==> run_1/m1.png <==
Scale bar: 50 um. Supply wires on this layer in gray.
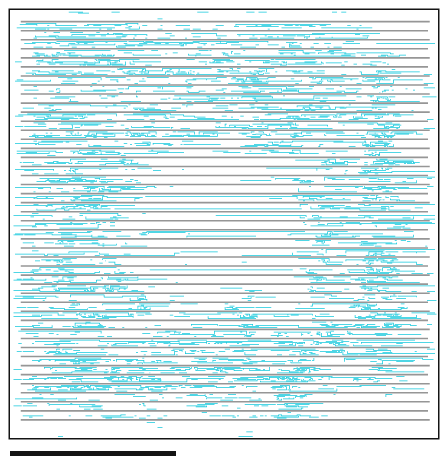
==> run_1/m2.png <==
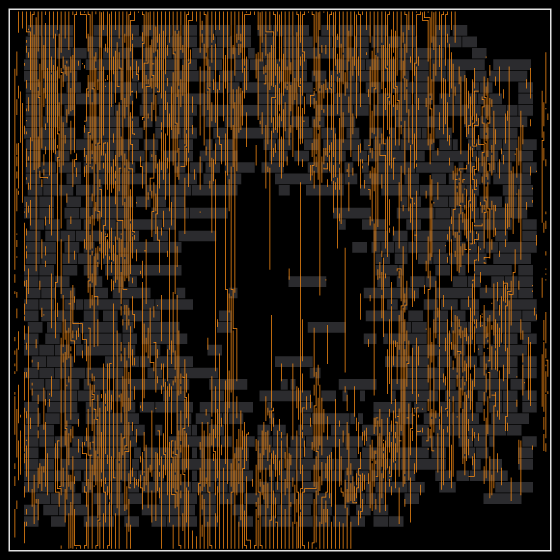
==> run_1/m3.png <==
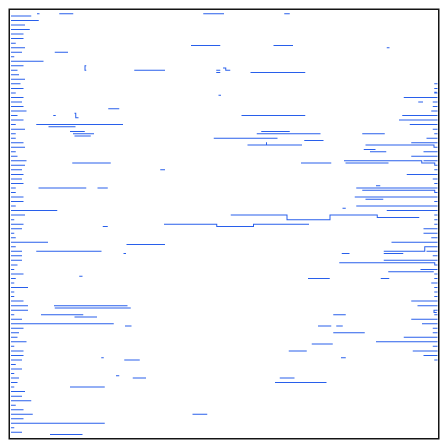
File: config.mk
export PLATFORM = sky130hd
export DESIGN_NAME = qk_key_arbiter_flat
export DESIGN_NICKNAME = d
export VERILOG_FILES = /design/src/rtl/qk_key_arbiter_if.sv /design/src/rtl/qk_key_arbiter.sv /design/src/flat_wrapper.sv
export SDC_FILE = /design/constraint.sdc
export NUM_CORES = 1
export LEC_CHECK = 0
export CAP_MARGIN = 20
export CORE_MARGIN = 3
export CORE_UTILIZATION = 41
export DETAILED_ROUTE_END_ITERATION = 8
export MAX_ROUTING_LAYER = met4
export PLACE_DENSITY = 0.87
export SLEW_MARGIN = 20
export SYNTH_ARGS = -nofsm -noshare
export SYNTH_HDL_FRONTEND = slang
export SYNTH_SLANG_ARGS = --single-unit
File: constraint.sdc
create_clock -name clk -period 6.6 [get_ports clk]
set_input_delay 0.99 -clock clk [delete_from_list [all_inputs] [get_ports clk]]
set_output_delay 0.99 -clock clk [all_outputs]
set_load 0.05 [all_outputs]
File: src/rtl/qk_key_arbiter_if.sv
// Handshake bundle between the key-generation channels, the arbiter and the display consumer.
// slave = arbiter view, master = channel/consumer (testbench) view.
interface qk_key_arbiter_if #(
  parameter int N_CH  = 3,
  parameter int KEY_W = 32,
  parameter int ERR_W = 8
);
  logic [N_CH-1:0]       ch_valid;
  logic [N_CH-1:0]       ch_ready;
  logic [N_CH*ERR_W-1:0] ch_error;
  logic [N_CH*KEY_W-1:0] ch_akey;
  logic [N_CH*KEY_W-1:0] ch_bkey;
  logic                  out_valid;
  logic                  out_ready;
  logic [2:0]            out_ch;
  logic [ERR_W-1:0]      out_error;
  logic [KEY_W-1:0]      out_akey;
  logic [KEY_W-1:0]      out_bkey;

  modport slave (
    input  ch_valid, ch_error, ch_akey, ch_bkey, out_ready,
    output ch_ready, out_valid, out_ch, out_error, out_akey, out_bkey
  );

  modport master (
    output ch_valid, ch_error, ch_akey, ch_bkey, out_ready,
    input  ch_ready, out_valid, out_ch, out_error, out_akey, out_bkey
  );
endinterface

File: src/rtl/qk_key_arbiter.sv
// Round-robin collector for N_CH key-generation channels; screens error/mismatch, forwards one result at a time.
// Optional macro QK_MISMATCH_FORWARD_EN: forward A/B mismatches with an XOR syndrome in out_bkey (counted as discards).
module qk_key_arbiter #(
  parameter int               N_CH       = 3,
  parameter int               KEY_W      = 32,
  parameter int               ERR_W      = 8,
  parameter logic [ERR_W-1:0] ERR_THRESH = ERR_W'(10)
) (
  input  logic                   clk,
  input  logic                   rst,
  qk_key_arbiter_if.slave        bus,
  output logic [15:0]            acc_cnt,
  output logic [15:0]            dis_cnt
);
  localparam int PTR_W = (N_CH > 1) ? $clog2(N_CH) : 1;

  typedef enum logic [1:0] {IDLE, CHECK, OUT} state_e;

  state_e           state_q;
  logic [PTR_W-1:0] rr_ptr_q, rr_ptr_d, grant;
  logic             gnt_vld;
  logic [N_CH-1:0]  ready;
  logic             out_valid_q;
  logic [2:0]       out_ch_q;
  logic [ERR_W-1:0] out_error_q;
  logic [KEY_W-1:0] out_akey_q, out_bkey_q;
  logic [15:0]      acc_q, dis_q;
  logic             err_bad, mism;
`ifdef QK_MISMATCH_FORWARD_EN
  logic             mm_q;
`endif

  function automatic logic [15:0] sat_inc(input logic [15:0] v);
    return (v == 16'hFFFF) ? v : v + 16'd1;
  endfunction

  // Scan from the far end back toward rr_ptr so the closest requester wins.
  always_comb begin
    int idx;
    idx     = 0;
    grant   = '0;
    gnt_vld = 1'b0;
    for (int k = N_CH - 1; k >= 0; k--) begin
      idx = (int'(rr_ptr_q) + k) % N_CH;
      if (bus.ch_valid[idx]) begin
        grant   = PTR_W'(idx);
        gnt_vld = 1'b1;
      end
    end
  end

  always_comb begin
    ready = '0;
    if (state_q == IDLE && gnt_vld) ready[grant] = 1'b1;
  end

  assign rr_ptr_d = (grant == PTR_W'(N_CH - 1)) ? '0 : grant + PTR_W'(1);
  assign err_bad  = out_error_q > ERR_THRESH;
  assign mism     = out_akey_q != out_bkey_q;

  always_ff @(posedge clk or negedge rst) begin
    if (!rst) begin
      state_q     <= IDLE;
      rr_ptr_q    <= '0;
      out_valid_q <= 1'b0;
      out_ch_q    <= '0;
      out_error_q <= '0;
      out_akey_q  <= '0;
      out_bkey_q  <= '0;
      acc_q       <= '0;
      dis_q       <= '0;
`ifdef QK_MISMATCH_FORWARD_EN
      mm_q        <= 1'b0;
`endif
    end else begin
      case (state_q)
        IDLE: if (gnt_vld) begin
          out_ch_q    <= 3'(grant);
          out_error_q <= bus.ch_error[grant*ERR_W +: ERR_W];
          out_akey_q  <= bus.ch_akey[grant*KEY_W +: KEY_W];
          out_bkey_q  <= bus.ch_bkey[grant*KEY_W +: KEY_W];
          rr_ptr_q    <= rr_ptr_d;
          state_q     <= CHECK;
        end
        CHECK: begin
`ifdef QK_MISMATCH_FORWARD_EN
          if (err_bad) begin
            dis_q   <= sat_inc(dis_q);
            state_q <= IDLE;
          end else begin
            out_valid_q <= 1'b1;
            mm_q        <= mism;
            if (mism) out_bkey_q <= out_akey_q ^ out_bkey_q;
            state_q     <= OUT;
          end
`else
          if (err_bad || mism) begin
            dis_q   <= sat_inc(dis_q);
            state_q <= IDLE;
          end else begin
            out_valid_q <= 1'b1;
            state_q     <= OUT;
          end
`endif
        end
        OUT: if (bus.out_ready) begin
          out_valid_q <= 1'b0;
`ifdef QK_MISMATCH_FORWARD_EN
          if (mm_q) dis_q <= sat_inc(dis_q);
          else      acc_q <= sat_inc(acc_q);
`else
          acc_q <= sat_inc(acc_q);
`endif
          state_q <= IDLE;
        end
        default: state_q <= IDLE;
      endcase
    end
  end

  assign bus.ch_ready  = ready;
  assign bus.out_valid = out_valid_q;
  assign bus.out_ch    = out_ch_q;
  assign bus.out_error = out_error_q;
  assign bus.out_akey  = out_akey_q;
  assign bus.out_bkey  = out_bkey_q;
  assign acc_cnt       = acc_q;
  assign dis_cnt       = dis_q;
endmodule

File: src/flat_wrapper.sv
// flat-port wrapper written by rule: the top's interface ports become plain ports
module qk_key_arbiter_flat 
#(
  parameter int               N_CH       = 3,
  parameter int               KEY_W      = 32,
  parameter int               ERR_W      = 8,
  parameter logic [ERR_W-1:0] ERR_THRESH = ERR_W'(10)
)
  (clk, rst, acc_cnt, dis_cnt, bus_ch_valid, bus_ch_error, bus_ch_akey, bus_ch_bkey, bus_out_ready, bus_ch_ready, bus_out_valid, bus_out_ch, bus_out_error, bus_out_akey, bus_out_bkey);
  qk_key_arbiter_if #(.N_CH(N_CH), .KEY_W(KEY_W), .ERR_W(ERR_W)) bus_i ();
  input  logic clk;
  input  logic rst;
  output logic [15:0] acc_cnt;
  output logic [15:0] dis_cnt;
  input wire logic [$bits(bus_i.ch_valid)-1:0] bus_ch_valid;
  input wire logic [$bits(bus_i.ch_error)-1:0] bus_ch_error;
  input wire logic [$bits(bus_i.ch_akey)-1:0] bus_ch_akey;
  input wire logic [$bits(bus_i.ch_bkey)-1:0] bus_ch_bkey;
  input wire logic [$bits(bus_i.out_ready)-1:0] bus_out_ready;
  output wire logic [$bits(bus_i.ch_ready)-1:0] bus_ch_ready;
  output wire logic [$bits(bus_i.out_valid)-1:0] bus_out_valid;
  output wire logic [$bits(bus_i.out_ch)-1:0] bus_out_ch;
  output wire logic [$bits(bus_i.out_error)-1:0] bus_out_error;
  output wire logic [$bits(bus_i.out_akey)-1:0] bus_out_akey;
  output wire logic [$bits(bus_i.out_bkey)-1:0] bus_out_bkey;
  assign bus_i.ch_valid = bus_ch_valid;
  assign bus_i.ch_error = bus_ch_error;
  assign bus_i.ch_akey = bus_ch_akey;
  assign bus_i.ch_bkey = bus_ch_bkey;
  assign bus_i.out_ready = bus_out_ready;
  assign bus_ch_ready = bus_i.ch_ready;
  assign bus_out_valid = bus_i.out_valid;
  assign bus_out_ch = bus_i.out_ch;
  assign bus_out_error = bus_i.out_error;
  assign bus_out_akey = bus_i.out_akey;
  assign bus_out_bkey = bus_i.out_bkey;
  qk_key_arbiter #(.N_CH(N_CH), .KEY_W(KEY_W), .ERR_W(ERR_W), .ERR_THRESH(ERR_THRESH)) u_core (.clk(clk), .rst(rst), .bus(bus_i), .acc_cnt(acc_cnt), .dis_cnt(dis_cnt));
endmodule
==> results_dict.tcl, run 1 <==
# implementation run metrics
set metrics [dict create \
    result_of_the_run "completed" \
    fraction_of_power_consumed_by_combinational_cells_pct 63.3 \
    worst-path-buf-inv 3 \
    endpoint_worst_hold "u_core.dis_cnt[9]" \
    mux_share_pct 13.0 \
    postSynthCellCount 567 \
    worst_hold_slack_ps 490 \
    p_clk_share_pct 11.8 \
    leakagePower_nw 4.10 \
    port-buffer-count 331 \
    avgViaCountPerCell 5.51 \
    num-clock-buffers 11 \
    crit_path_start_kind "input port" \
    finalCritPeriodShare_pct 74.7 \
    nFlopsAndLatches 111 \
    crit_family "buffers and inverters" \
    count_of_multi_input_combinational_gates 409 \
    antenna_found_initial 1 \
    critical_path_maximum_fanout 9 \
    layout.non_clock_buffers 338 \
    largest_cell_class_by_area "buffers" \
    initial_core_util_pct 42.1 \
    m1WireLength_um 8340 \
    top_level_ports 333 \
    synthesis.nets 794 \
    drc_viols 0 \
    grt_remaining_overflow 0 \
    reg2reg_slack_ps 3190 \
    worst_skew_pair_latency_ps 350 \
    routability_cong 0.873 \
    finalMaxSlewViolations 0 \
    tritoncts_clock_tree "built" \
    timing.max_cap.violations 0 \
    yosysTopAreaCellShare_pct 45.1 \
]
Back to the opening pictures, m1.png:
970 nets have wire on it. The longest straight run is 56.1 um. The layer carries 8340 um of wire. The layer holds 38% of the routed length.

Back to the opening pictures, m2.png:
The wires run mostly vertical. The longest straight run is 69.4 um.

Back to the opening pictures, m3.png:
199 nets have wire on it. The layer holds 6.1% of the routed length. The wires run mostly horizontal.

-- run 1: registers in the layout, indices dropped and copies added, names as in the netlist --
| register | flops |
|---|---|
| u_core.bus.out_akey | 32 |
| u_core.dis_cnt | 16 |
| u_core.bus.out_bkey | 32 |
| u_core.bus.out_valid | 1 |
| u_core.bus.out_ch | 2 |
| u_core.acc_cnt | 16 |
| u_core.state_q | 2 |
| u_core.bus.out_error | 8 |
| u_core.rr_ptr_q | 2 |
-- run 1: how the worst max path moves through the flow --
| stage | to | startpoint | slack, ps | depth (start not counted) |
|---|---|---|---|---|
| floorplan | bus_ch_ready[0] | bus_ch_valid[0] | 2760 | 8 |
| global placement | bus_ch_ready[1] | bus_ch_valid[2] | 1800 | 8 |
| detailed placement | bus_ch_ready[1] | bus_ch_valid[0] | 1730 | 8 |
| CTS | bus_ch_ready[1] | bus_ch_valid[2] | 1710 | 8 |
| global route | bus_ch_ready[1] | bus_ch_valid[2] | 1480 | 8 |
| finish | bus_ch_ready[2] | bus_ch_valid[2] | 1670 | 7 |
-- run 1: cell usage in the layout, fill, tap and decap left out, types with 16 or more instances in the layout --
cell	instances
sky130_fd_sc_hd__mux2i_1	63
sky130_fd_sc_hd__nor2_1	34
sky130_fd_sc_hd__clkdlybuf4s50_1	330
sky130_fd_sc_hd__a22oi_1	50
sky130_fd_sc_hd__dfrtp_1	111
sky130_fd_sc_hd__o21ai_1	30
sky130_fd_sc_hd__o21ai_0	29
sky130_fd_sc_hd__xnor2_1	57
sky130_fd_sc_hd__nand3_1	16
sky130_fd_sc_hd__nand4_1	17
-- run 1: power groups by stage --
stage	clock network (mW)	logic [mW]	registers [mW]
CTS	0.590	3.16	1.24
floorplan	0	1.33	2.02
finish	0.584	3.14	1.24
global route	0.612	3.31	1.27
detailed placement	0	3.15	1.25
global placement	0	3.09	1.24
==> inputs of run 2 (changes only) <==
- CORE_UTILIZATION: 41 -> 40
- PLACE_DENSITY: 0.87 -> 0.85
- clock period: 6.6 -> 4.58 ns (I/O delays scaled with it)
==> run_2/m2.png <==
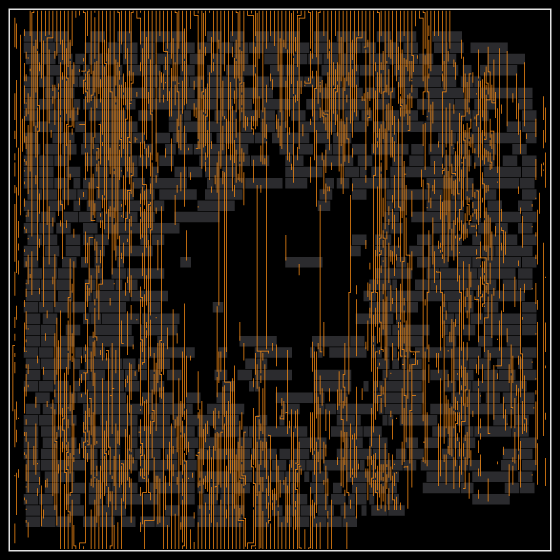
The layer holds 54% of the routed length. The wires run mostly vertical. The longest straight run is 64.1 um.

==> run 2 against run 1 <==
Against the previous run:
- combinational power grew 44%
- cell count hardly changed
- first-iteration DRC count decreased by 25%
- die size increased by 2.4%
- non-clock buffer count increased by 2
- sequential share of layout area grew 0.079 points
- design area shrank 0.28%
- routed wire length fell by 2.0%
- critical endpoint is now bus_ch_ready[0]
- largest power group unchanged
==> results_dict.tcl, run 2 <==
# implementation run metrics
set metrics [dict create \
    reg2reg_slack_ps 1370 \
    grt_remaining_overflow 0 \
    ys_cells 567 \
    seq_cell_power_mw 1.79 \
    yosys.stat.chipArea_sq_um 6160 \
    result_of_the_run "completed" \
    finalCritPeriodShare_pct 77.2 \
    report.final.hold_viol_count 0 \
    leakagePower_nw 4.10 \
    tritoncts_clock_tree "built" \
    port-buffer-count 331 \
    mux_share_pct 13.0 \
    top_level_ports 333 \
    ff2ff_path_depth 8 \
    drt_iter0_drc 315 \
    drive_gt1_share_pct 7.26 \
    avgViaCountPerCell 5.38 \
    fin_crit_ps 3540 \
    antenna_found_initial 0 \
    pg_comb_mw 4.51 \
    drc_viols 0 \
    fraction_of_power_consumed_by_combinational_cells_pct 64.0 \
    path_class "flip-flop to primary output" \
    largest_family_of_logic_cells_by_area "AND-OR/OR-AND gates" \
    detailroute.via_count 5739 \
    crit_path_start_kind "flip-flop" \
    yosysTopAreaCellShare_pct 45.1 \
    routability_cong 0.902 \
    postSynthCellCount 567 \
    timing.max_cap.violations 0 \
    clock_sink_count 111 \
    p_clk_share_pct 10.6 \
    final_layout_top_logic_cells "sky130_fd_sc_hd__clkdlybuf4s50_1, sky130_fd_sc_hd__dfrtp_1, sky130_fd_sc_hd__mux2i_1, sky130_fd_sc_hd__xnor2_1, sky130_fd_sc_hd__a22oi_1" \
    worst_skew_pair_latency_ps 340 \
    crit_path_max_incr_delay_ps 540 \
    synth.yosys.warnings 0 \
    worst_hold_slack_ps 266 \
    critical_path_maximum_fanout 29 \
    power.group.top "combinational cells" \
    most_frequent_logic_cell_in_the_layout "sky130_fd_sc_hd__clkdlybuf4s50_1" \
    finalMaxSlewViolations 0 \
    pg_clk_mw 0.746 \
    synthesis.nets 794 \
]
==> run_2/m4.png <==
Supply wires on this layer in gray.
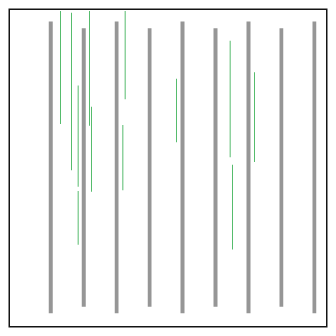
The layer holds 2.1% of the routed length. 9 nets have wire on it. The layer carries 463 um of wire.

## run 2: routing by layer
metal	track usage (%)	part of all wire [%]	vias to the layer above	wire, um
met5	-	0	-	0
met4	7.33	2.1	0	463
met3	3.89	5.7	27	1230
met2	44.6	54	247	11600
met1	30.0	38	2745	8320
li1	-	-	2720	-
## run 2: critical path, delay by kind of cell (launching register included)
family / cells / cell delay [ps]
AND-OR/OR-AND: 2 / 590
adder cells (fa/ha/maj): 1 / 430
buffers and inverters: 2 / 310
flip-flops: 1 / 360
AND/OR/NAND/NOR: 3 / 800
## run 2: worst max-delay path by stage
stage | startpoint | endpoint | depth (start not counted)
2_1_floorplan | u_core.rr_ptr_q[0] | bus_ch_ready[0] | 10
3_3_place_gp | bus_ch_valid[1] | bus_ch_ready[0] | 7
3_5_place_dp | bus_ch_valid[1] | bus_ch_ready[1] | 7
4_1_cts | u_core.rr_ptr_q[0] | bus_ch_ready[0] | 8
5_1_grt | u_core.rr_ptr_q[0] | bus_ch_ready[0] | 8
6_report | u_core.rr_ptr_q[0] | bus_ch_ready[0] | 8
## run 2: through the flow
| step | total power, mW | setup WS, ps |
|---|---|---|
| after global placement | 6.27 | 1090 |
| after global routing | 7.42 | 859 |
| final | 7.04 | 1040 |
| after CTS | 7.09 | 1040 |
| after detailed placement | 6.34 | 1060 |
| after floorplan | 4.82 | 1220 |
## run 2: area by class of cell
cell class	count	area share, %
repair buffers	340	34.5
clock inverters	2	0.357
inverters	9	0.344
flip-flops and latches	111	28.3
clock buffers	11	2.37
multi-input cells	409	31.9
well taps	184	2.34
## run 2: cell families after synthesis
group | count (synthesis)
adder cells (fa/ha/maj) | 6
multiplexers | 78
buffers and inverters | 47
AND/OR/NAND/NOR | 111
flip-flops | 111
XOR/XNOR | 61
AND-OR/OR-AND | 152
other | 1
==> inputs of run 3 (changes only) <==
- CORE_UTILIZATION: 40 -> 36
- PLACE_DENSITY: 0.85 -> 0.81
- clock period: 4.58 -> 3.05 ns (I/O delays scaled with it)
==> run_3/congestion_map.png <==
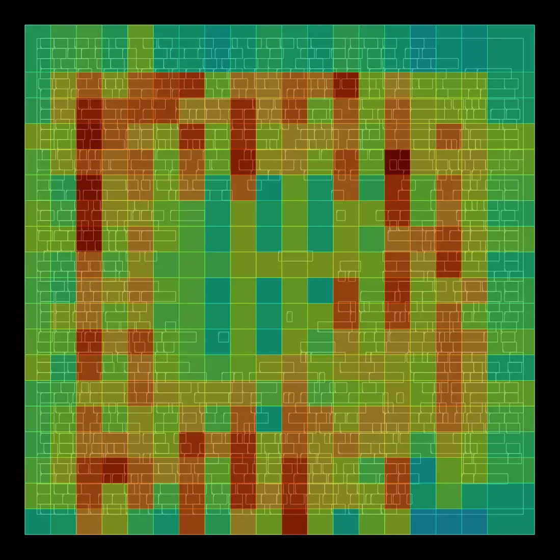
GRT Max-Usage Layer: met2
average detailed-routed wire length per instance: 19.8 um
core occupancy in the finished layout: 60.6%
met1 demand-to-capacity share in global routing: 26.6%
global-route track usage on met3: 4.34%

==> run 3 against run 2 <==
Against the previous run:
- synthesized cell count stayed put
- global-route usage decreased by 1.9 points
- routed wire length up 2.2%
- hold slack got worse by 150 ps
- via count increased by 1.5%
- cell count increased by 5.0%
- critical path type unchanged
- die size is 11% higher
- sequential power increased by 51%
- non-clock buffer count increased by 14
- clock skew increased by 2.7 ps
==> results_dict.tcl, run 3 <==
# implementation run metrics
set metrics [dict create \
    result_of_the_run "completed" \
    finalMaxSlewViolations 0 \
    ys_cells 567 \
    detailroute.via_count 5825 \
    timing.max_cap.violations 0 \
    finalCritPeriodShare_pct 96.5 \
    routability_cong 0.910 \
    fraction_of_power_consumed_by_combinational_cells_pct 63.7 \
    fin_crit_ps 2940 \
    reg2reg_slack_ps 330 \
    crit_path_max_incr_delay_ps 420 \
    final_layout_top_logic_cells "sky130_fd_sc_hd__clkdlybuf4s50_1, sky130_fd_sc_hd__dfrtp_1, sky130_fd_sc_hd__mux2i_1, sky130_fd_sc_hd__xnor2_1, sky130_fd_sc_hd__a22oi_1" \
    top_level_ports 333 \
    yosysTopAreaCellShare_pct 45.1 \
    synth.yosys.warnings 0 \
    p_total_mw 11.0 \
    crit_family "simple AND/OR/NAND/NOR gates" \
    avgViaCountPerCell 5.21 \
    met2WireLength_um 11700 \
    grt_remaining_overflow 0 \
    synthesis.nets 794 \
    p_clk_share_pct 11.8 \
    postSynthCellCount 567 \
    leakagePower_nw 4.22 \
    most_frequent_logic_cell_in_the_layout "sky130_fd_sc_hd__clkdlybuf4s50_1" \
]
==> run_3/m4.png <==
Supply wires on this layer in gray.
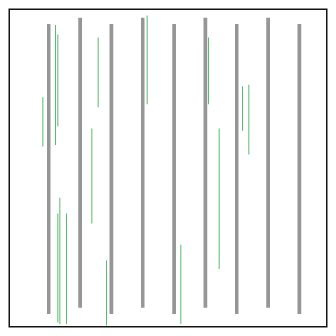
The wires run mostly vertical. The longest straight run is 60.5 um. 13 nets have wire on it.

[run 3: power groups by stage]
stage,clock [mW],combinational [mW],sequential (mW)
floorplan,0,2.88,4.36
global placement,0,6.91,2.71
detailed placement,0,7.01,2.72
CTS,1.32,7.03,2.70
global route,1.37,7.46,2.78
finish,1.30,7.02,2.70
[run 3: repair_timing]
item | in CTS | in global routing
buffers inserted | 0 | 1
endpoints found under the setup margin | 3 | 3
gates resized | 3 | 7
pin swaps | 0 | 2
[run 3: path summary, 6_finish.rpt]
path / from / end / cells after the start
max: u_core.rr_ptr_q[0] / bus_ch_ready[1] / 9
min: rst / u_core.bus.out_akey[10] / 1
max reg2reg: u_core.rr_ptr_q[0] / u_core.bus.out_ch[1] / 8
min reg2reg: u_core.bus.out_valid / u_core.bus.out_valid / 1
max in group asynchronous: rst / u_core.bus.out_bkey[31] / 2
min in group clk: u_core.bus.out_valid / u_core.bus.out_valid / 1
[run 3: kinds of logic after synthesis]
logic type | after synthesis | synth area share, %
muxes | 78 | 13.0
xor gates and xnor gates | 61 | 8.67
adders and majority gates | 6 | 1.20
AOI/OAI and AO/OA | 152 | 17.7
other | 1 | 0.0608
DFF | 111 | 45.1
buffers and inverters | 47 | 4.38
and+or+nand+nor | 111 | 9.95
[run 3: per-stage QoR]
stage                     hold WS (ps)  worst slack (ps)
after floorplan                    162             -81.1
after global placement             459               205
after detailed placement           467               114
after CTS                          140              23.2
after global routing               170             -20.2
final                              113               106
[run 3: layout make-up]
class,count,share of cell area [%]
repair buffers,354,35.0
multi-input cells,409,31.4
flip-flops and latches,111,27.4
well taps,220,2.72
clock buffers,9,2.22
clock inverters,7,0.952
inverters,9,0.334
[run 3: layer usage]
layer	vias up	global-route usage, %
met1	2797	26.6
met5	-	-
met3	33	4.34
met4	0	7.82
li1	2748	-
met2	247	41.5
No activity file was given, so power comes from the tool's default toggle rates.
